### Clock distribution, run 1

Scale: 10 px per µm.
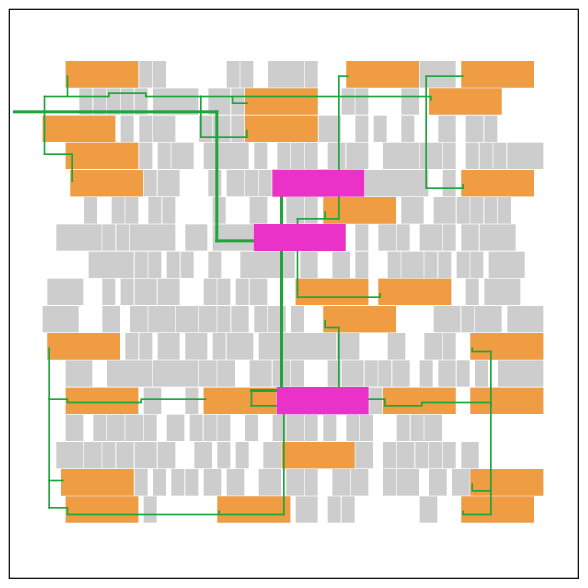
### Sequential cells grouped by signal name, run 1

Scale: 8 px per µm. Other sequential cells in the stronger gray, the rest of the logic in the fainter gray.
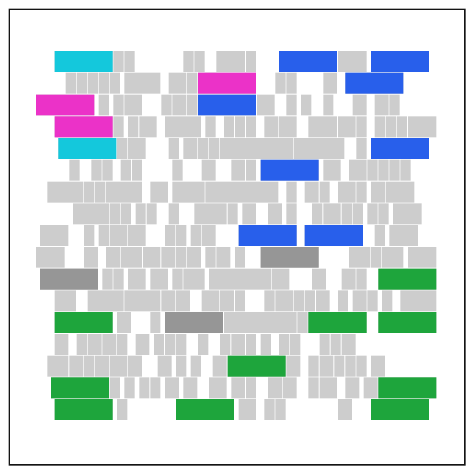
### Floorplan with the power grid, run 1

Scale: 6 px per µm. Pins as bars on the die edge.
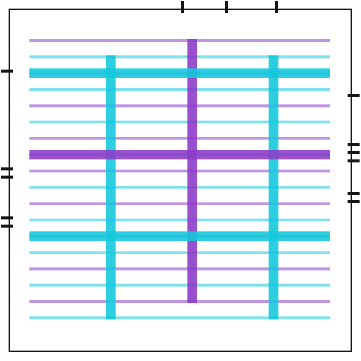
`src/rtl/uart_tx_serializer.sv`:
```
// Purpose: 8N1/8N2 UART transmitter fed by a single-cycle (tx_byte, transmit) strobe.
// Latency: tx drops to the start bit on the acceptance edge; a frame lasts (9+NSTOP)*CLKS_PER_BIT cycles.
// Backpressure: is_transmitting is high while busy; strobes arriving while busy are dropped and set sticky overrun.
module uart_tx_serializer #(
   parameter int CLKS_PER_BIT = 868,
   parameter int NSTOP        = 1
) (
   input  logic       clk,
   input  logic       rst,
   input  logic       transmit,
   input  logic [7:0] tx_byte,
   output logic       is_transmitting,
   output logic       tx,
   output logic       overrun
);

   localparam int CW = $clog2(CLKS_PER_BIT);
   localparam int SW = $clog2(NSTOP + 1);

   localparam logic [1:0] S_IDLE  = 2'd0;
   localparam logic [1:0] S_START = 2'd1;
   localparam logic [1:0] S_DATA  = 2'd2;
   localparam logic [1:0] S_STOP  = 2'd3;

   localparam logic [CW-1:0] BAUD_LAST = CW'(CLKS_PER_BIT - 1);
   localparam logic [SW-1:0] STOP_LAST = SW'(NSTOP - 1);

   logic [1:0]    state;
   logic [CW-1:0] baud_cnt;
   logic [2:0]    bit_idx;
   logic [7:0]    shift;
   logic [SW-1:0] stop_cnt;
   logic          bit_end;

   // A bit period ends on the last count of the baud counter.
   assign bit_end = (baud_cnt == BAUD_LAST);

   // Frame sequencer: tx and busy are driven from registers, one step ahead of the state they describe.
   always_ff @(posedge clk) begin
      if (!rst) begin
         state           <= S_IDLE;
         baud_cnt        <= '0;
         bit_idx         <= '0;
         shift           <= '0;
         stop_cnt        <= '0;
         tx              <= 1'b1;
         is_transmitting <= 1'b0;
      end else begin
         case (state)
            S_IDLE: begin
               if (transmit) begin
                  shift           <= tx_byte;
                  baud_cnt        <= '0;
                  state           <= S_START;
                  tx              <= 1'b0;
                  is_transmitting <= 1'b1;
               end
            end
            S_START: begin
               if (bit_end) begin
                  baud_cnt <= '0;
                  bit_idx  <= '0;
                  state    <= S_DATA;
                  tx       <= shift[0];
               end else begin
                  baud_cnt <= baud_cnt + 1'b1;
               end
            end
            S_DATA: begin
               if (bit_end) begin
                  baud_cnt <= '0;
                  shift    <= {1'b0, shift[7:1]};
                  bit_idx  <= bit_idx + 3'd1;
                  if (bit_idx == 3'd7) begin
                     state    <= S_STOP;
                     stop_cnt <= '0;
                     tx       <= 1'b1;
                  end else begin
                     // Next data bit is the one about to reach shift[0].
                     tx <= shift[1];
                  end
               end else begin
                  baud_cnt <= baud_cnt + 1'b1;
               end
            end
            S_STOP: begin
               if (bit_end) begin
                  baud_cnt <= '0;
                  if (stop_cnt == STOP_LAST) begin
                     state           <= S_IDLE;
                     is_transmitting <= 1'b0;
                  end else begin
                     stop_cnt <= stop_cnt + 1'b1;
                  end
               end else begin
                  baud_cnt <= baud_cnt + 1'b1;
               end
            end
            default: begin
               state           <= S_IDLE;
               tx              <= 1'b1;
               is_transmitting <= 1'b0;
            end
         endcase
      end
   end

   // Sticky overrun: any strobe outside IDLE (including the final STOP edge) is a dropped byte.
   always_ff @(posedge clk) begin
      if (!rst) begin
         overrun <= 1'b0;
      end else if (transmit && (state != S_IDLE)) begin
         overrun <= 1'b1;
      end
   end

endmodule

```
`config.mk`:
```
export PLATFORM = sky130hd
export DESIGN_NAME = uart_tx_serializer
export DESIGN_NICKNAME = d
export VERILOG_FILES = /design/src/rtl/uart_tx_serializer.sv
export SDC_FILE = /design/constraint.sdc
export NUM_CORES = 1
export LEC_CHECK = 0
export ABC_AREA = 1
export CORE_MARGIN = 3
export CORE_UTILIZATION = 61
export CTS_BUF_LIST = sky130_fd_sc_hd__clkbuf_16
export DETAILED_ROUTE_END_ITERATION = 10
export PLACE_DENSITY = 0.84
export SYNTH_ARGS = -nofsm -noshare
export SYNTH_HDL_FRONTEND = slang
export SYNTH_SLANG_ARGS = --single-unit
```
`constraint.sdc`:
```
create_clock -name clk -period 3.3 [get_ports clk]
set_clock_uncertainty 0.05 [all_clocks]
set_input_delay 0.99 -clock clk [delete_from_list [all_inputs] [get_ports clk]]
set_output_delay 0.99 -clock clk [all_outputs]
set_load 0.1 [all_outputs]
```
==> flow_metrics.tcl, run 1 <==
# place-and-route summary
set metrics [dict create \
    ys_top_cells_by_count "72 x nand2_1, 27 x inv_1, 26 x dfxtp_1, 21 x a21oi_1, 16 x nand3_1" \
    ys_ff 26 \
    reg_top3 "baud_cnt: 10 flops, shift: 8 flops, bit_idx: 3 flops" \
    layout.area.comb_um2 887 \
    vias 1556 \
    outcome "finished, final reports clean" \
    antenna_cells 0 \
    flop_cell "dfxtp_1" \
    wire_per_inst_um 13.2 \
    grt.met1_usage_pct 32.4 \
    p_sw_share_pct 44.3 \
    cap_viol_max_count 0 \
    worstHoldEndpoint "shift[7]" \
    netlist_instances 235 \
    tool_warnings 30 \
    clkTransAtPathRegs_ps 60 \
    ios 14 \
    r2r_cells 7 \
    gp_congestion 0.822 \
    dp_hpwl_um 2620 \
    via_per_inst 5.70 \
]
## Picture notes: 'Clock distribution'
Key: green = clock wires [length 321 µm]; orange = flip-flops [count 26]; magenta = clock drivers [count 3]
There are 4 routed clock nets. Position of the flops: spread over the die.
Clock Power Share: 19.6%
clk latency late pin: 260 ps

## Picture notes: 'Sequential cells grouped by signal name'
Key: magenta = bit_idx [placed flops 3]; blue = shift [placed flops 8]; cyan = state [placed flops 2]; green = baud_cnt [placed flops 10]
Another 3 sequential cells are not colored.
sequential power: 0.448 mW
Seq/total area: 29.5%
Register Area: 520 µm²
fin util: 76.0%

## Picture notes: 'Floorplan with the power grid'
Key: cyan = VSS; purple = VDD
3 straps on met4. The core has 17 rows. 18 met1 rails follow the rows. 3 straps on met5.
worst vdd ir: 0.567 mV
core outline area: 0.00232 mm²
die width: 56.8 µm
chip height: 56.8 µm

### Placement by cell class, run 1

Scale: 8 px per µm. Fill, decap, tap and diode cells in gray.
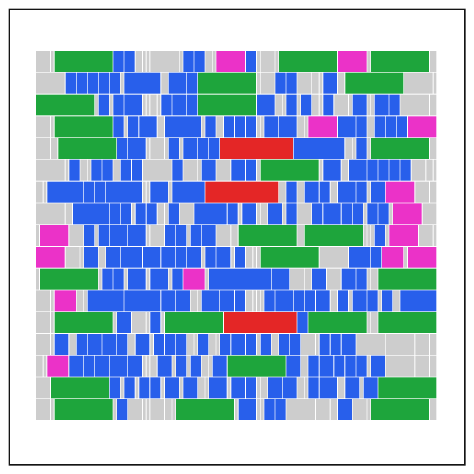

==> run 2: changes to the inputs <==
- CORE_UTILIZATION: 61 -> 51
- PLACE_DENSITY: 0.84 -> 0.75
- clock period: 3.3 -> 1.95 ns (I/O delays scaled with it)
### Placement by cell class, run 2

Scale: 8 px per µm. Fill, decap, tap and diode cells in gray.
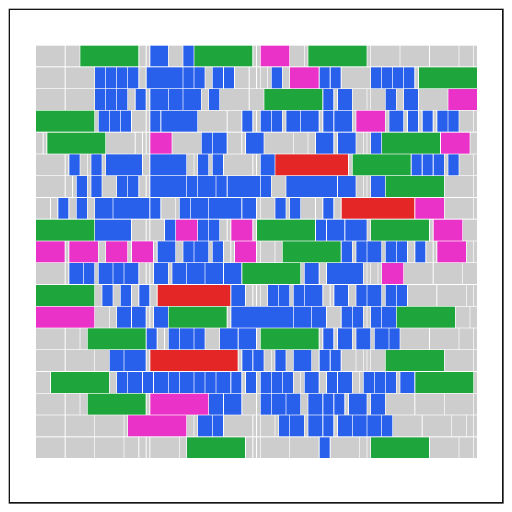
Key: green = flops [cells 26, share of their area 28%]; magenta = other buffers and delay cells [cells 20, share of their area 12%]; red = clock drivers and dummy loads [cells 4, share of their area 5.7%]; blue = combinational and other logic [cells 202, share of their area 54%]
fin util: 65.9%
final instance area: 0.00188 mm²
core outline area: 0.00285 mm²
Seq/total area: 27.7%

==> run 2 against run 1 <==
  * Synthesized cell count unchanged
  * Largest power group unchanged
  * Cell area increased by 6.6%
  * Critical path type is now reg -> reg
  * Routed wire length decreased by 4.1%
  * Sequential power increased by 69%
  * Power increased by 86%
  * Worst hold slack got worse by 4.6 ps
  * Critical endpoint is now shift[6]
  * Register-to-register slack got worse by 780 ps
==> flow_metrics.tcl, run 2 <==
# place-and-route summary
set metrics [dict create \
    rsz0062_at_grt "no" \
    clkLatencyLatePin_ps 260 \
    peakVddDrop_mv 0.994 \
    drtIter0Drc 101 \
    use_met2_pct 31.2 \
    netlist_instances 235 \
    p_sw_share_pct 40.7 \
    reg_top3 "baud_cnt: 10 flops, shift: 8 flops, bit_idx: 3 flops" \
    cp.arrival_ps 1860 \
    tool_warnings 30 \
    max_stage_delay_ps 340 \
    via_per_inst 5.35 \
    clkPwrFrac_pct 23.7 \
    die_w_um 61.5 \
    cap_viol_max_count 0 \
    dp_hpwl_um 2490 \
    gp_congestion 0.865 \
    ys_top_cells_by_count "72 x nand2_1, 27 x inv_1, 26 x dfxtp_1, 21 x a21oi_1, 16 x nand3_1" \
    async_flop_share_pct 0 \
    regArea_um2 520 \
    outcome "finished, final reports clean" \
    flop_cell "dfxtp_1" \
    worstHoldEndpoint "shift[4]" \
    wire_per_inst_um 12.2 \
    vias 1515 \
    clkTransAtPathRegs_ps 70 \
    grt.met1_usage_pct 30.1 \
    ys_ff 26 \
]
### Sequential cells grouped by signal name, run 2

Scale: 8 px per µm. Other sequential cells in the stronger gray, the rest of the logic in the fainter gray.
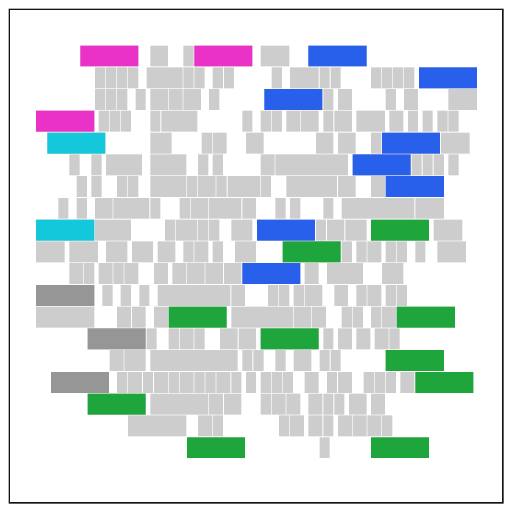
Key: green = baud_cnt [placed flops 10]; magenta = bit_idx [placed flops 3]; blue = shift [placed flops 8]; cyan = state [placed flops 2]
Another 3 sequential cells are not colored.
sequential power: 0.757 mW

Power and IR drop assume default switching activity.
